===== src/rtl/debounce_tick.sv =====
// debounce_tick: synchronize and debounce a switch level, emitting one-cycle rise/fall ticks
module debounce_tick #(
    parameter int DB_CYCLES = 4
) (
    input  logic clk,
    input  logic reset,
    input  logic sw,
    output logic db_level,
    output logic rise_tick,
    output logic fall_tick
);
    localparam int CW = $clog2(DB_CYCLES);
    localparam logic [CW-1:0] CMAX = CW'(DB_CYCLES - 1);

    typedef enum logic [1:0] {ZERO, WAIT1, ONE, WAIT0} state_t;

    state_t        state_q, state_d;
    logic [CW-1:0] cnt_q, cnt_d;
    logic          s1_q, s2_q;
    logic          db_level_q, rise_q, fall_q;

    assign db_level  = db_level_q;
    assign rise_tick = rise_q;
    assign fall_tick = fall_q;

    // two-flop synchronizer; the FSM only ever looks at s2_q
    always_ff @(posedge clk or posedge reset) begin
        if (reset) begin
            s1_q <= 1'b0;
            s2_q <= 1'b0;
        end else begin
            s1_q <= sw;
            s2_q <= s1_q;
        end
    end

    // next state and stability count: a change must persist DB_CYCLES samples to be accepted
    always_comb begin
        state_d = state_q;
        cnt_d   = cnt_q;
        case (state_q)
            ZERO: begin
                state_d = s2_q ? WAIT1 : ZERO;
                cnt_d   = s2_q ? CW'(1) : '0;
            end
            WAIT1: begin
                state_d = !s2_q ? ZERO : (cnt_q == CMAX) ? ONE : WAIT1;
                cnt_d   = (!s2_q || cnt_q == CMAX) ? '0 : cnt_q + CW'(1);
            end
            ONE: begin
                state_d = s2_q ? ONE : WAIT0;
                cnt_d   = s2_q ? '0 : CW'(1);
            end
            default: begin
                state_d = s2_q ? ONE : (cnt_q == CMAX) ? ZERO : WAIT0;
                cnt_d   = (s2_q || cnt_q == CMAX) ? '0 : cnt_q + CW'(1);
            end
        endcase
    end

    // state register
    always_ff @(posedge clk or posedge reset) begin
        if (reset) begin
            state_q <= ZERO;
            cnt_q   <= '0;
        end else begin
            state_q <= state_d;
            cnt_q   <= cnt_d;
        end
    end

    // registered outputs: level follows the accepted state, ticks mark accepted transitions
    always_ff @(posedge clk or posedge reset) begin
        if (reset) begin
            db_level_q <= 1'b0;
            rise_q     <= 1'b0;
            fall_q     <= 1'b0;
        end else begin
            db_level_q <= (state_d == ONE) || (state_d == WAIT0);
            rise_q     <= (state_q == WAIT1) && (state_d == ONE);
            fall_q     <= (state_q == WAIT0) && (state_d == ZERO);
        end
    end
endmodule


===== config.mk =====
export PLATFORM = sky130hd
export DESIGN_NAME = debounce_tick
export DESIGN_NICKNAME = d
export VERILOG_FILES = /design/src/rtl/debounce_tick.sv
export SDC_FILE = /design/constraint.sdc
export NUM_CORES = 1
export LEC_CHECK = 0
export ABC_CLOCK_PERIOD_IN_PS = 1200
export CORE_AREA = 2 2 39 41
export CTS_BUF_LIST = sky130_fd_sc_hd__clkbuf_4 sky130_fd_sc_hd__clkbuf_8
export DETAILED_ROUTE_END_ITERATION = 8
export DIE_AREA = 0 0 41 43
export GPL_TIMING_DRIVEN = 0
export PLACE_DENSITY = 0.5
export REMOVE_ABC_BUFFERS = 1
export SYNTH_ARGS = -nofsm -noshare
export SYNTH_HDL_FRONTEND = slang
export SYNTH_SLANG_ARGS = --single-unit

===== constraint.sdc =====
create_clock -name clk -period 1.2 [get_ports clk]
set_clock_uncertainty 0.1 [all_clocks]
set_input_delay 0.24 -clock clk [delete_from_list [all_inputs] [get_ports clk]]
set_output_delay 0.24 -clock clk [all_outputs]
set_load 0.02 [all_outputs]

Signal wires by layer:
Only two layers are drawn.
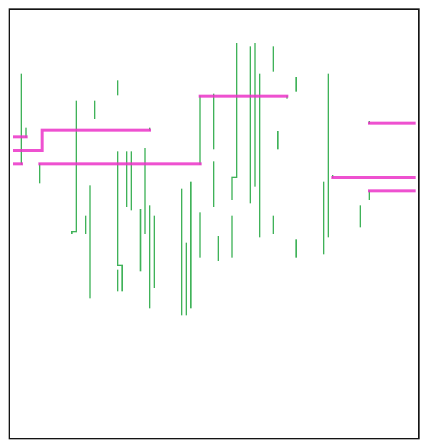
legend:
  green:
    layer: metal 2
    wire_length: 259 um
  magenta:
    layer: metal 3
    wire_length: 59.4 um
via count: 203
wire per inst: 9.94 um

Port wiring:
Bar = 10 um.
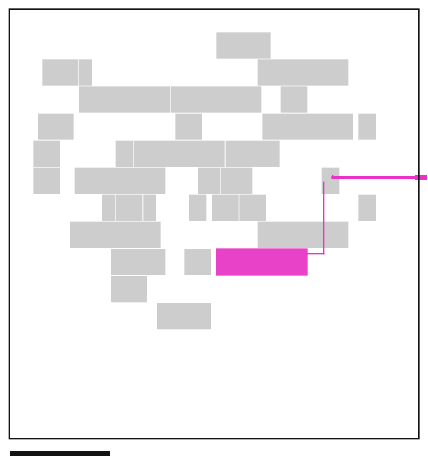
legend:
  magenta:
    port: rise_tick
    direction: output
    edge: right
    end_cells: 1
    buffers: 1
    wire: 17.3 um
port bufs: 5
IO Pins: 6

-- worst min-delay path by stage --
stage                     depth (start not counted)           start  slack [ns]                 end
after floorplan                                   1           reset       -0.03  cnt_q[0]$_DFF_PP0_
after global placement                            0  s1_q$_DFF_PP0_        0.23      s2_q$_DFF_PP0_
after detailed placement                          0  s1_q$_DFF_PP0_        0.23      s2_q$_DFF_PP0_
after CTS                                         2           reset        0.14      s2_q$_DFF_PP0_
after global routing                              2           reset        0.18      s2_q$_DFF_PP0_
final                                             2           reset        0.13      s2_q$_DFF_PP0_
-- cell usage after synthesis --
cell type and instances:
mux2_1 2, dfrtp_1 9, nand2_2 1, a21oi_1 1, inv_1 1, ha_1 2
o21a_1 1, nand2_1 1, nor3b_1 2, nor3_2 1, nor2_1 1, nand3_1 1
xnor2_1 1
-- cells by family (layout without fill, tap and decap cells) --
| kind of cell | count (synthesis) | in the layout | synth area share (%) |
|---|---|---|---|
| flip-flops | 9 | 9 | 65.9 |
| AND/OR/NAND/NOR | 7 | 7 | 12.8 |
| adder cells (fa/ha/maj) | 2 | 2 | 7.32 |
| AND-OR/OR-AND | 2 | 2 | 3.66 |
| multiplexers | 2 | 2 | 6.59 |
| XOR/XNOR | 1 | 1 | 2.56 |
| buffers and inverters | 1 | 11 | 1.10 |
-- area by class of cell --
type	count	share of cell area [%]
clock buffer	4	6.72
tap	16	4.48
inverter	1	0.840
multi-input combinational	14	28.0
sequential	9	50.4
timing repair buffer	6	9.52
-- sequential cells by signal, summed over array words and instances (netlist names) --
name,flops
s2_q,1
state_q,2
s1_q,1
cnt_q,2
db_level,1
fall_tick,1
rise_tick,1
-- timing repair --
action	4_1_cts	5_1_grt
resized	13	3
hold buffers	0	0
buffers inserted	0	1
pin swaps	1	1
setup endpoints to repair	5	4
==> impl_metrics.json <==
{
  "status": "finished with violations",
  "failed_checks": "setup timing",
  "finalHoldViolCount": 0,
  "topCellsByArea": "dfrtp_1 (66%), ha_1 (7.3%), mux2_1 (6.6%)",
  "grt_max_degree": 10,
  "drv_slew": 0,
  "p_switching_mw": 0.299,
  "cp_data_arrival_time_ns": 1.25,
  "end_kind": "flip-flop",
  "core_region_area_um2": 1380,
  "ant_nets": 0,
  "tightest_slew_ns": 0.333,
  "crit_chain": "ha_2, nand2_2, mux2_4",
  "hp-class": "primary input to async pin",
  "ys_types": 13,
  "max_cap_violations": 0,
  "wl_met1_um": 179,
  "maxSlewHeadroom_pct": 77.7,
  "crit_end": "state_q[1]$_DFF_PP0_",
  "ys_area_um2": 342,
  "grt_util_met3_pct": 9.42,
  "critPathBufInv": 0,
  "cp_max_fo": 3,
  "power_leader": "sequential cells",
  "setup_viol": 2,
  "busiest_layer": "met2",
  "setup_slack_ns": -0.00555,
  "fin_cells": 50,
  "syn_to_final_growth_pct": 30.8,
  "grt_pass1_vias": 225,
  "crit_path_start": "cnt_q[0]$_DFF_PP0_",
  "max_stage_delay_ns": 0.40,
  "timing.final.crit_share_pct": 100,
  "reg2reg_depth": 3,
  "die_area_um2": 1760,
  "rsz0062_at_grt": "yes",
  "rows": 14,
  "path_clk_slew_ns": 0.06,
  "fin_util_pct": 32.3,
  "logic_area_um2": 125,
  "intPower_mw": 0.699,
  "cp-start-kind": "flip-flop",
  "synth.top_cell.area_share_pct": 65.9,
  "cp_data_required_time_ns": 1.25,
  "lay_top_count": "dfrtp_1",
  "power_mw": 0.998,
  "die_height_um": 43,
  "top_layer_used": "met3",
  "power_density_nw_per_um2": 2230,
  "pg_seq_mw": 0.467
}
